File: src/rtl/pit_bus_sequencer_if.sv
// Bundle of signals between the system-side requester, the pit_bus_sequencer and
// the 8254 data pins. slave = sequencer view; master = requester plus timer-chip side.
interface pit_bus_sequencer_if;
  logic        cmd_valid;
  logic        cmd_ready;
  logic [1:0]  cmd_op;
  logic [1:0]  cmd_sel;
  logic [2:0]  cmd_mode;
  logic        cmd_bcd;
  logic [1:0]  cmd_rw;
  logic [15:0] cmd_count;
  logic        rsp_valid;
  logic        rsp_err;
  logic [15:0] rsp_data;
  logic        pit_cs_n;
  logic        pit_rd_n;
  logic        pit_wr_n;
  logic [1:0]  pit_a;
  logic [7:0]  pit_d_out;
  logic        pit_d_oe;
  logic [7:0]  pit_d_in;

  modport slave (
    input  cmd_valid, cmd_op, cmd_sel, cmd_mode, cmd_bcd, cmd_rw, cmd_count, pit_d_in,
    output cmd_ready, rsp_valid, rsp_err, rsp_data,
           pit_cs_n, pit_rd_n, pit_wr_n, pit_a, pit_d_out, pit_d_oe
  );

  modport master (
    output cmd_valid, cmd_op, cmd_sel, cmd_mode, cmd_bcd, cmd_rw, cmd_count, pit_d_in,
    input  cmd_ready, rsp_valid, rsp_err, rsp_data,
           pit_cs_n, pit_rd_n, pit_wr_n, pit_a, pit_d_out, pit_d_oe
  );
endinterface

File: src/rtl/pit_bus_sequencer.sv
// 8254 bus master: expands one captured high-level command into a sequence of
// control/count writes and reads with programmable setup/strobe/hold timing.
module pit_bus_sequencer #(
  parameter int unsigned SETUP_CYCLES  = 1,
  parameter int unsigned STROBE_CYCLES = 2,
  parameter int unsigned HOLD_CYCLES   = 1
) (
  input  logic clk,
  input  logic rst_n,
  pit_bus_sequencer_if.slave bus
);

  localparam int CW = 16;
  localparam logic [CW-1:0] SETUP_LAST  = CW'(SETUP_CYCLES - 1);
  localparam logic [CW-1:0] STROBE_LAST = CW'(STROBE_CYCLES - 1);
  localparam logic [CW-1:0] HOLD_LAST   = CW'(HOLD_CYCLES - 1);

  localparam logic [1:0] OP_WR    = 2'b00;
  localparam logic [1:0] OP_LATCH = 2'b01;
  localparam logic [1:0] OP_STAT  = 2'b10;

  typedef enum logic [2:0] {IDLE, SETUP, STROBE, HOLD, GAP, RESP, ERR} state_t;

  typedef struct packed {
    logic [1:0]  op;
    logic [1:0]  sel;
    logic [2:0]  mode;
    logic        bcd;
    logic [1:0]  rw;
    logic [15:0] count;
  } cmd_t;

  state_t        state, nstate;
  cmd_t          cmd;
  logic [1:0]    step;
  logic [CW-1:0] cnt;
  logic [15:0]   rd_buf;
  logic [15:0]   rsp_data_q;

  logic          accept, legal;
  logic [7:0]    ctrl_word;
  logic          cur_rd, cur_hi, last_step;
  logic [1:0]    cur_a;
  logic [7:0]    cur_wd;
  logic          strobe_end;

  assign accept = bus.cmd_valid && (state == IDLE);
  assign legal  = (bus.cmd_op != 2'b11) && (bus.cmd_sel != 2'b11) &&
                  !((bus.cmd_op != OP_STAT) && (bus.cmd_rw == 2'b00));
  assign strobe_end = (state == STROBE) && (cnt == STROBE_LAST);

  // Step 0 is always the control-word write; later steps hit the counter port.
  always_comb begin
    case (cmd.op)
      OP_WR:    ctrl_word = {cmd.sel, cmd.rw, cmd.mode, cmd.bcd};
      OP_LATCH: ctrl_word = {cmd.sel, 6'b0};
      default:  ctrl_word = {2'b11, 1'b1, 1'b0, cmd.sel == 2'd2, cmd.sel == 2'd1,
                             cmd.sel == 2'd0, 1'b0};
    endcase
    cur_rd = 1'b0;
    cur_a  = 2'b11;
    cur_wd = ctrl_word;
    cur_hi = (step == 2'd2) || ((cmd.rw == 2'b10) && (cmd.op != OP_STAT));
    if (step != 2'd0) begin
      cur_a  = cmd.sel;
      cur_rd = (cmd.op != OP_WR);
      cur_wd = cur_rd ? 8'h00 : (cur_hi ? cmd.count[15:8] : cmd.count[7:0]);
    end
    if (cmd.op == OP_STAT) last_step = (step == 2'd1);
    else if (cmd.rw == 2'b11) last_step = (step == 2'd2);
    else last_step = (step == 2'd1);
  end

  // State register
  always_ff @(posedge clk or negedge rst_n) begin
    if (!rst_n) state <= IDLE;
    else        state <= nstate;
  end

  // Next-state logic
  always_comb begin
    nstate = state;
    case (state)
      IDLE:    if (accept) nstate = legal ? SETUP : ERR;
      SETUP:   if (cnt == SETUP_LAST) nstate = STROBE;
      STROBE:  if (cnt == STROBE_LAST) nstate = HOLD;
      HOLD:    if (cnt == HOLD_LAST) nstate = GAP;
      GAP:     nstate = last_step ? RESP : SETUP;
      RESP:    nstate = IDLE;
      ERR:     nstate = IDLE;
      default: nstate = IDLE;
    endcase
  end

  // Outputs: address/data are only driven while cs_n is low.
  always_comb begin
    bus.cmd_ready = (state == IDLE);
    bus.rsp_valid = (state == RESP) || (state == ERR);
    bus.rsp_err   = (state == ERR);
    bus.rsp_data  = rsp_data_q;
    bus.pit_cs_n  = 1'b1;
    bus.pit_rd_n  = 1'b1;
    bus.pit_wr_n  = 1'b1;
    bus.pit_a     = 2'b00;
    bus.pit_d_out = 8'h00;
    bus.pit_d_oe  = 1'b0;
    if ((state == SETUP) || (state == STROBE) || (state == HOLD)) begin
      bus.pit_cs_n  = 1'b0;
      bus.pit_a     = cur_a;
      bus.pit_d_out = cur_wd;
      bus.pit_d_oe  = !cur_rd;
      if (state == STROBE) begin
        bus.pit_rd_n = !cur_rd;
        bus.pit_wr_n = cur_rd;
      end
    end
  end

  // Datapath: phase counter, step index, captured command, read assembly.
  always_ff @(posedge clk or negedge rst_n) begin
    if (!rst_n) begin
      cmd        <= '0;
      step       <= 2'd0;
      cnt        <= '0;
      rd_buf     <= 16'h0000;
      rsp_data_q <= 16'h0000;
    end else begin
      cnt <= (nstate != state) ? '0 : cnt + CW'(1);
      if (accept) begin
        cmd    <= '{op: bus.cmd_op, sel: bus.cmd_sel, mode: bus.cmd_mode, bcd: bus.cmd_bcd,
                    rw: bus.cmd_rw, count: bus.cmd_count};
        step   <= 2'd0;
        rd_buf <= 16'h0000;
        if (!legal) rsp_data_q <= 16'h0000;
      end
      if (strobe_end && cur_rd) begin
        if (cur_hi) rd_buf[15:8] <= bus.pit_d_in;
        else        rd_buf[7:0]  <= bus.pit_d_in;
      end
      if (state == GAP) begin
        if (last_step) rsp_data_q <= (cmd.op == OP_WR) ? 16'h0000 : rd_buf;
        else           step <= step + 2'd1;
      end
    end
  end

endmodule

File: src/flat_wrapper.sv
// flat-port wrapper written by rule: the top's interface ports become plain ports
module pit_bus_sequencer_flat 
#(
  parameter int unsigned SETUP_CYCLES  = 1,
  parameter int unsigned STROBE_CYCLES = 2,
  parameter int unsigned HOLD_CYCLES   = 1
)
  (clk, rst_n, bus_cmd_valid, bus_cmd_op, bus_cmd_sel, bus_cmd_mode, bus_cmd_bcd, bus_cmd_rw, bus_cmd_count, bus_pit_d_in, bus_cmd_ready, bus_rsp_valid, bus_rsp_err, bus_rsp_data, bus_pit_cs_n, bus_pit_rd_n, bus_pit_wr_n, bus_pit_a, bus_pit_d_out, bus_pit_d_oe);
  pit_bus_sequencer_if bus_i ();
  input  logic clk;
  input  logic rst_n;
  input wire logic [$bits(bus_i.cmd_valid)-1:0] bus_cmd_valid;
  input wire logic [$bits(bus_i.cmd_op)-1:0] bus_cmd_op;
  input wire logic [$bits(bus_i.cmd_sel)-1:0] bus_cmd_sel;
  input wire logic [$bits(bus_i.cmd_mode)-1:0] bus_cmd_mode;
  input wire logic [$bits(bus_i.cmd_bcd)-1:0] bus_cmd_bcd;
  input wire logic [$bits(bus_i.cmd_rw)-1:0] bus_cmd_rw;
  input wire logic [$bits(bus_i.cmd_count)-1:0] bus_cmd_count;
  input wire logic [$bits(bus_i.pit_d_in)-1:0] bus_pit_d_in;
  output wire logic [$bits(bus_i.cmd_ready)-1:0] bus_cmd_ready;
  output wire logic [$bits(bus_i.rsp_valid)-1:0] bus_rsp_valid;
  output wire logic [$bits(bus_i.rsp_err)-1:0] bus_rsp_err;
  output wire logic [$bits(bus_i.rsp_data)-1:0] bus_rsp_data;
  output wire logic [$bits(bus_i.pit_cs_n)-1:0] bus_pit_cs_n;
  output wire logic [$bits(bus_i.pit_rd_n)-1:0] bus_pit_rd_n;
  output wire logic [$bits(bus_i.pit_wr_n)-1:0] bus_pit_wr_n;
  output wire logic [$bits(bus_i.pit_a)-1:0] bus_pit_a;
  output wire logic [$bits(bus_i.pit_d_out)-1:0] bus_pit_d_out;
  output wire logic [$bits(bus_i.pit_d_oe)-1:0] bus_pit_d_oe;
  assign bus_i.cmd_valid = bus_cmd_valid;
  assign bus_i.cmd_op = bus_cmd_op;
  assign bus_i.cmd_sel = bus_cmd_sel;
  assign bus_i.cmd_mode = bus_cmd_mode;
  assign bus_i.cmd_bcd = bus_cmd_bcd;
  assign bus_i.cmd_rw = bus_cmd_rw;
  assign bus_i.cmd_count = bus_cmd_count;
  assign bus_i.pit_d_in = bus_pit_d_in;
  assign bus_cmd_ready = bus_i.cmd_ready;
  assign bus_rsp_valid = bus_i.rsp_valid;
  assign bus_rsp_err = bus_i.rsp_err;
  assign bus_rsp_data = bus_i.rsp_data;
  assign bus_pit_cs_n = bus_i.pit_cs_n;
  assign bus_pit_rd_n = bus_i.pit_rd_n;
  assign bus_pit_wr_n = bus_i.pit_wr_n;
  assign bus_pit_a = bus_i.pit_a;
  assign bus_pit_d_out = bus_i.pit_d_out;
  assign bus_pit_d_oe = bus_i.pit_d_oe;
  pit_bus_sequencer #(.SETUP_CYCLES(SETUP_CYCLES), .STROBE_CYCLES(STROBE_CYCLES), .HOLD_CYCLES(HOLD_CYCLES)) u_core (.clk(clk), .rst_n(rst_n), .bus(bus_i));
endmodule
File: config.mk
export PLATFORM = sky130hd
export DESIGN_NAME = pit_bus_sequencer_flat
export DESIGN_NICKNAME = d
export VERILOG_FILES = /design/src/rtl/pit_bus_sequencer_if.sv /design/src/rtl/pit_bus_sequencer.sv /design/src/flat_wrapper.sv
export SDC_FILE = /design/constraint.sdc
export NUM_CORES = 1
export LEC_CHECK = 0
export CORE_AREA = 2 2 86 88
export CTS_CLUSTER_DIAMETER = 40
export DETAILED_ROUTE_END_ITERATION = 12
export DIE_AREA = 0 0 88 90
export PLACE_DENSITY = 0.83
export SLEW_MARGIN = 20
export SYNTH_ARGS = -nofsm -noshare
export SYNTH_HDL_FRONTEND = slang
export SYNTH_SLANG_ARGS = --single-unit
export TNS_END_PERCENT = 10
File: constraint.sdc
create_clock -name clk -period 6 [get_ports clk]
set_clock_uncertainty 0.1 [all_clocks]
set_input_delay 1.8 -clock clk [delete_from_list [all_inputs] [get_ports clk]]
set_output_delay 1.8 -clock clk [all_outputs]
set_load 0.005 [all_outputs]
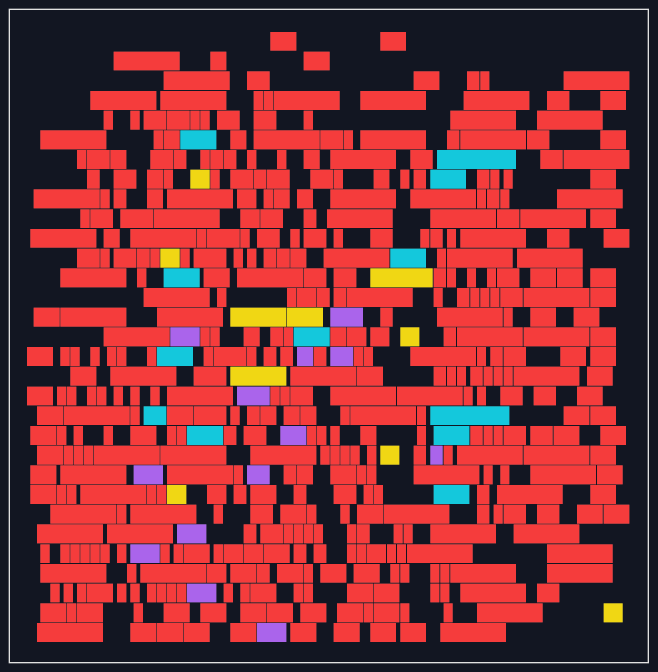
**Above:** run 1 (sizing map).
- red: x1 and smaller (cells 437)
- yellow: x3 and x4 (cells 10)
- purple: x2 (cells 13)
- cyan: x6 and larger (cells 12)

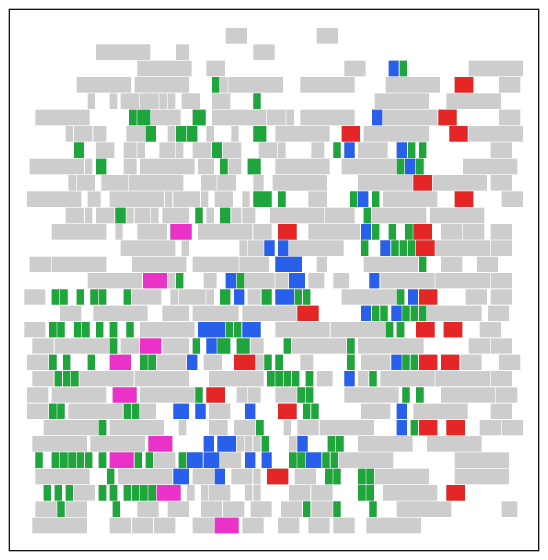
**Above:** run 1 (gate-type map).
- green: nand cells (cells 142; most used nand2_1; where widely spread)
- blue: aoi and oai cells (cells 40; most used o21ai_0)
- magenta: mux cells (cells 9; most used mux2_2)
- red: non-inverting ao/oa cells (cells 22; most used a22o_1)

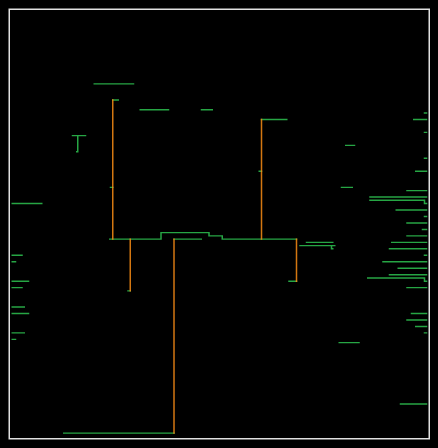
**Above:** run 1 (wiring by layer).
Only two layers are drawn.
- green: M3 (wire length 270 um)
- orange: M4 (wire length 115 um)

==> out/results.tsv, run 1 <==
stage	metric	value	unit
synthesis	top-count cell post-synth	nand2_1	
synthesis	Dominant cell area share	52.1	%
placed_design	GPL Wtd Cong	0.866	
critical_path	CP startpoint kind	register	
cells_and_area	fin nets	510	
synthesis	post-synthesis sequential area ratio	52.1	%
power	Pleak	2.17	nW
critical_path	Critical Path End Type	output pin	
critical_path	R2R cell count	5	
routing	Iter 0 DRT Violations	212	
synthesis	commonest cells in the netlist	nand2_1, dfrtp_1, nor2_1	
clock_network	Late-Pin Clk Latency	340	ps
clock_network	Clock Tree Root	clkbuf_8	
routing	Avg WL per Cell	14.6	um
synthesis	number of enable flip-flop cells	0	
timing	Slew Limit Fails	0	
cells_and_area	share of post-route cells with drive strength above 1	7.42	%
timing	final period demand of the worst path	4720	ps
clock_network	clock-pin slew on the worst setup and hold paths	80	ps
power	Max IR drop VDD	0.230	mV
routing	Routed Antenna Nets	0	
cells_and_area	most frequent logic cell in the layout	nand2_1	
floorplanning	die height	90	um
clock_network	H-tree levels	3	
timing	Total Neg Setup Slack	0	ps
synthesis	ao+oa area frac	11.5	%
cells_and_area	antenna cells	0	
cells_and_area	Layout Utilization	67.7	%
cells_and_area	most instantiated logic cells after routing	nand2_1, dfrtp_1, clkdlybuf4s50_1	
routing	drt drc	0	
floorplanning	Core Util at FP	54.0	%
cells_and_area	area growth from synthesis to layout	25.3	%
synthesis	post-synthesis area per instance	9.36	um^2
routing	Vias	3001	
global_routing	antenna violations before repair	0	
worst_hold_path	WHS Path Cells	2	
flow_run	Maximum Capacitance Violations	0	
timing	Final Cycle Share	78.6	%
outcome	status	complete, no violations	
placed_design	Post-DP HPWL	5.92	mm
-- run 1: final cells by class --
type                    count  area [um^2]  share of cell area [%]
well taps                  99          124                    2.61
multi-input cells         297         1690                    35.7
repair buffers             71          703                    14.8
clock inverters             7         96.3                    2.03
flip-flops and latches     79         1980                    41.6
clock buffers               9          124                    2.61
inverters                   9         33.8                   0.711
-- run 1: worst max-delay path, stage by stage, from the launching register on --
cell and delay, ps:
dfrtp_1 530, nand2b_1 170, a31oi_2 610, a211oi_1 160, a2111oi_0 410, clkdlybuf4s50_1 590
-- run 1: sequential cells by signal (all words and copies together) (netlist names) --
name	cells
u_core.bus.rsp_data	16
u_core.cmd	26
u_core.cnt	16
u_core.rd_buf	16
u_core.state	3
u_core.step	2
-- run 1: path summary, 6_finish.rpt --
check                                                to  slack, ps
worst min register to register            u_core.cmd[0]        390
worst max register to register         u_core.rd_buf[3]       3450
worst max-delay path                   bus_pit_d_out[6]       1280
min in group asynchronous       u_core.bus.rsp_data[12]       1490
max in group asynchronous                 u_core.cmd[2]       3680
worst min-delay path                      u_core.cmd[0]        390
-- run 1: metal layers --
layer | track usage [%] | up-vias | share of wire [%]
met5 | 0 | - | 0
met4 | 6.92 | 0 | 1.4
met3 | 3.31 | 12 | 3.2
met2 | 38.2 | 65 | 50
met1 | 29.2 | 1433 | 46
li1 | - | 1491 | -
-- run 1: where the power goes --
part	switching (W)	total, W	internal [W]
Combinational	0.000453	0.000849	0.000397
Sequential	0.000129	0.000788	0.000659
Clock	0.000195	0.000430	0.000235
Total	0.000777	0.00207	0.00129
==> run 1 -> run 2 <==
--- a/config.mk
+++ b/config.mk
@@ -5,11 +5,11 @@
 export SDC_FILE = /design/constraint.sdc
 export NUM_CORES = 1
 export LEC_CHECK = 0
-export CORE_AREA = 2 2 86 88
+export CORE_AREA = 2 2 89 91
 export CTS_CLUSTER_DIAMETER = 40
 export DETAILED_ROUTE_END_ITERATION = 12
-export DIE_AREA = 0 0 88 90
-export PLACE_DENSITY = 0.83
+export DIE_AREA = 0 0 91 93
+export PLACE_DENSITY = 0.78
 export SLEW_MARGIN = 20
 export SYNTH_ARGS = -nofsm -noshare
 export SYNTH_HDL_FRONTEND = slang
==> constraint.sdc (replaced) <==
create_clock -name clk -period 4.9 [get_ports clk]
set_clock_uncertainty 0.1 [all_clocks]
set_input_delay 1.47 -clock clk [delete_from_list [all_inputs] [get_ports clk]]
set_output_delay 1.47 -clock clk [all_outputs]
set_load 0.005 [all_outputs]
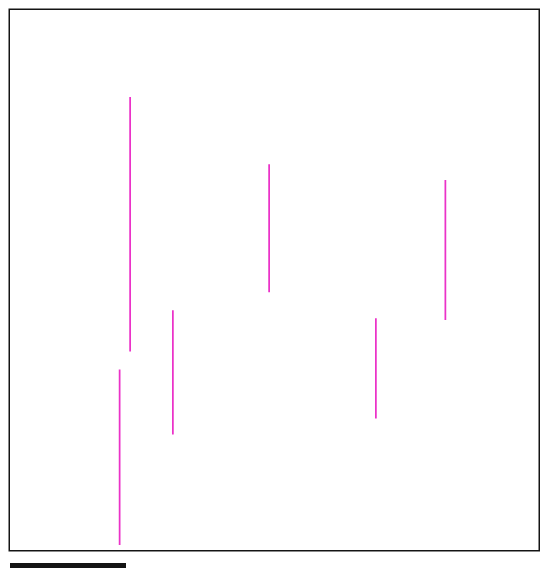
**Above:** run 2 (met4 routing).
Scale bar: 20 um.
- wire length on this layer: 157 um
- main direction: vertical
- longest straight run: 43.5 um
- share of all routed wire: 1.8%
- nets with wire on the layer: 5

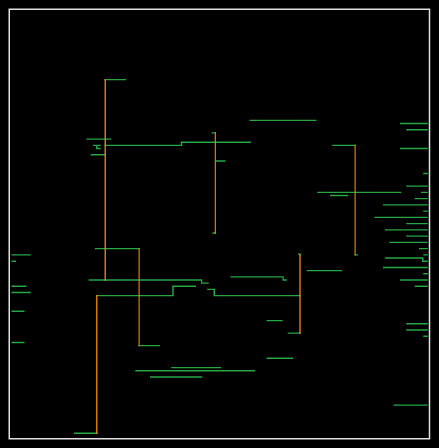
**Above:** run 2 (wiring by layer).
Only two layers are drawn.
- orange: M4 (wire length 157 um)
- green: M3 (wire length 395 um)

==> out/results.tsv, run 2 <==
stage	metric	value	unit
outcome	status	complete, no violations	
routing	Avg WL per Cell	14.9	um
floorplanning	die height	93	um
power	Internal Pwr Total	0.00158	W
critical_path	CP startpoint kind	register	
timing	Total Neg Setup Slack	0	ps
cells_and_area	most frequent logic cell in the layout	nand2_1	
clock_network	Clock Tree Root	clkbuf_8	
cells_and_area	share of post-route cells with drive strength above 1	7.20	%
placed_design	GPL Wtd Cong	0.889	
power	switching fraction of total power	37.7	%
synthesis	Dominant cell area share	52.1	%
timing	Slew Limit Fails	0	
cells_and_area	largest register by flop count	u_core.cmd	
power	net switching power	0.000956	W
routing	Routed Antenna Nets	0	
placed_design	Post-DP HPWL	6.13	mm
power	Reg power frac	38.3	%
cells_and_area	most instantiated logic cells after routing	nand2_1, dfrtp_1, clkdlybuf4s50_1	
power	Seq. pwr	0.000971	W
cells_and_area	fin nets	510	
synthesis	top-count cell post-synth	nand2_1	
clock_network	Late-Pin Clk Latency	360	ps
floorplanning	Core Util at FP	50.4	%
flow_run	Maximum Capacitance Violations	0	
routing	drt drc	0	
critical_path	Critical Path End Type	output pin	
synthesis	number of enable flip-flop cells	0	
cells_and_area	Layout Utilization	63.2	%
routing	Iter 0 DRT Violations	132	
cells_and_area	max FFs per register	26	
power	clock network power share	21.1	%
-- run 2: netlist changes by cell type in the layout (fill, tap and decap cells not counted) --
cell / change
inv_6: +1
clkinv_2: -1
clkinvlp_4: -1
clkbuf_1: +1
-- run 2: kinds of logic after synthesis --
group | synth area share [%]
AND-OR/OR-AND | 11.5
XOR/XNOR | 3.70
adder cells (fa/ha/maj) | 1.98
buffers and inverters | 3.43
flip-flops | 52.1
multiplexers | 2.57
AND/OR/NAND/NOR | 24.6
-- run 2: path summary, 6_finish.rpt --
| check | to | depth (start not counted) | startpoint | slack, ps |
|---|---|---|---|---|
| max | bus_pit_d_out[6] | 5 | u_core.cmd[25] | 430 |
| min reg2reg | u_core.cmd[5] | 2 | u_core.cmd[5] | 380 |
| min in group asynchronous | u_core.rd_buf[9] | 1 | rst_n | 1150 |
| max reg2reg | u_core.rd_buf[2] | 4 | u_core.cnt[6] | 2400 |
| max in group asynchronous | u_core.cmd[11] | 1 | rst_n | 2910 |
| min | u_core.cmd[5] | 2 | u_core.cmd[5] | 380 |
-- run 2: worst max-delay path, cell delays in order, from the launching register on --
cell and delay (ps):
dfrtp_1 550, nand2b_1 170, a31oi_2 590, a211oi_1 150
a2111oi_0 490, clkdlybuf4s50_1 590
-- run 2: final cells by class --
type	instances	area [um^2]	share of cell area [%]
clock buffer	10	128	2.68
clock inverter	6	92.6	1.95
inverter	9	33.8	0.710
multi-input combinational	297	1690	35.6
sequential	79	1980	41.6
tap	102	128	2.68
timing repair buffer	71	703	14.8
-- run 2: layer usage --
metal	vias to the layer above	global-route usage (%)	wire [um]
met5	-	0	0
met1	1485	28.5	3820
met4	0	7.95	157
li1	1493	-	-
met2	74	36.2	4190
met3	15	5.40	395
==> run 2 -> run 3 <==
==> constraint.sdc (replaced) <==
create_clock -name clk -period 4.9 [get_ports clk]
set_clock_uncertainty 0.1 [all_clocks]
set_input_delay 0.98 -clock clk [delete_from_list [all_inputs] [get_ports clk]]
set_output_delay 0.98 -clock clk [all_outputs]
set_load 0.005 [all_outputs]
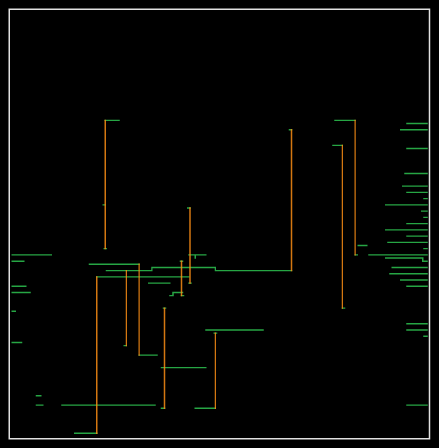
**Above:** run 3 (wiring by layer).
Only two layers are drawn.
- orange: M4 (wire length 255 um)
- green: M3 (wire length 307 um)

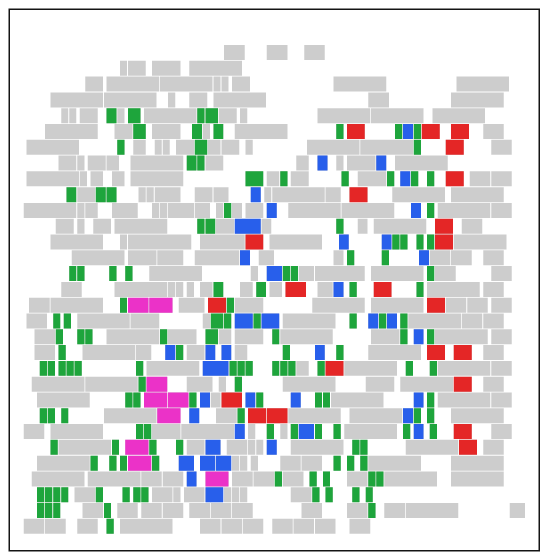
**Above:** run 3 (gate-type map).
- magenta: mux cells (cells 9; most used mux2_2)
- green: nand cells (cells 142; most used nand2_1; where widely spread)
- blue: aoi and oai cells (cells 40; most used o21ai_0)
- red: non-inverting ao/oa cells (cells 22; most used a22o_1)

==> out/results.tsv, run 3 <==
stage	metric	value	unit
power	switching fraction of total power	37.6	%
routing	Routed Antenna Nets	0	
cells_and_area	antenna cells	0	
power	Max IR drop VDD	0.280	mV
worst_hold_path	Hold Crit Start	u_core.cmd[10]	
synthesis	post-synthesis area per instance	9.36	um^2
critical_path	Crit path max-delay family	AND-OR/OR-AND gates	
global_routing	GR Layer Usage met3	3.30	%
routing	Vias	3068	
timing	Final Cycle Share	78.8	%
placed_design	GPL Wtd Cong	0.890	
routing	drt drc	0	
critical_path	cell chain of the critical path	nand2b_1 -> a31oi_2 -> a211oi_1 -> a2111oi_0 -> clkdlybuf4s50_1	
synthesis	Dominant cell area share	52.1	%
clock_network	Clock Tree Root	clkbuf_8	
critical_path	Worst path depth	5	
placed_design	Post-DP HPWL	6.11	mm
outcome	status	complete, no violations	
routing	met3 wire length	307	um
cells_and_area	fin nets	510	
run 3: cell counts after synthesis:
Identical to the previous run, type by type.
run 3: logic make-up (layout without fill, tap and decap cells):
| logic type | count (synthesis) | in the layout | share of synthesized area [%] |
|---|---|---|---|
| and+or+nand+nor | 204 | 204 | 24.6 |
| DFF | 79 | 79 | 52.1 |
| AOI/OAI and AO/OA | 62 | 62 | 11.5 |
| buffers and inverters | 29 | 95 | 3.43 |
| xor gates and xnor gates | 16 | 16 | 3.70 |
| muxes | 9 | 9 | 2.57 |
| adders and majority gates | 6 | 6 | 1.98 |
run 3: power groups by stage:
stage          combinational [W]  sequential [W]  clock, W
4_1_cts                  0.00104        0.000966  0.000492
3_5_place_dp             0.00103        0.000976         0
2_1_floorplan           0.000711        0.000898         0
6_report                 0.00103        0.000971  0.000480
5_1_grt                  0.00116        0.000995  0.000528
3_3_place_gp             0.00101        0.000970         0
run 3: area by class of cell:
class,count,area (um^2),share of cell area [%]
clock buffers,12,155,3.28
clock inverters,3,42.5,0.899
inverters,9,33.8,0.714
multi-input cells,297,1690,35.8
flip-flops and latches,79,1980,41.8
well taps,102,128,2.70
repair buffers,71,703,14.9
run 3: per-stage QoR:
stage                     setup WS (ps)  area, um^2  hold WS (ps)  utilization, %
after global placement             1460        4540           360            60.3
after CTS                          1040        4730           383            62.9
after floorplan                    2110        3790           337               -
final                              1040        4730           383            62.9
after global routing                702        4730           402            62.9
after detailed placement           1440        4540           362            60.3
run 3: worst register-to-register path, stage by stage, from the launching register on:
cell     delay (ps)
dfrtp_1         440
nor4_1          480
nand3_1         320
nor4_4          760
o21ai_0         240
Power is estimated from default activity; no workload was simulated.
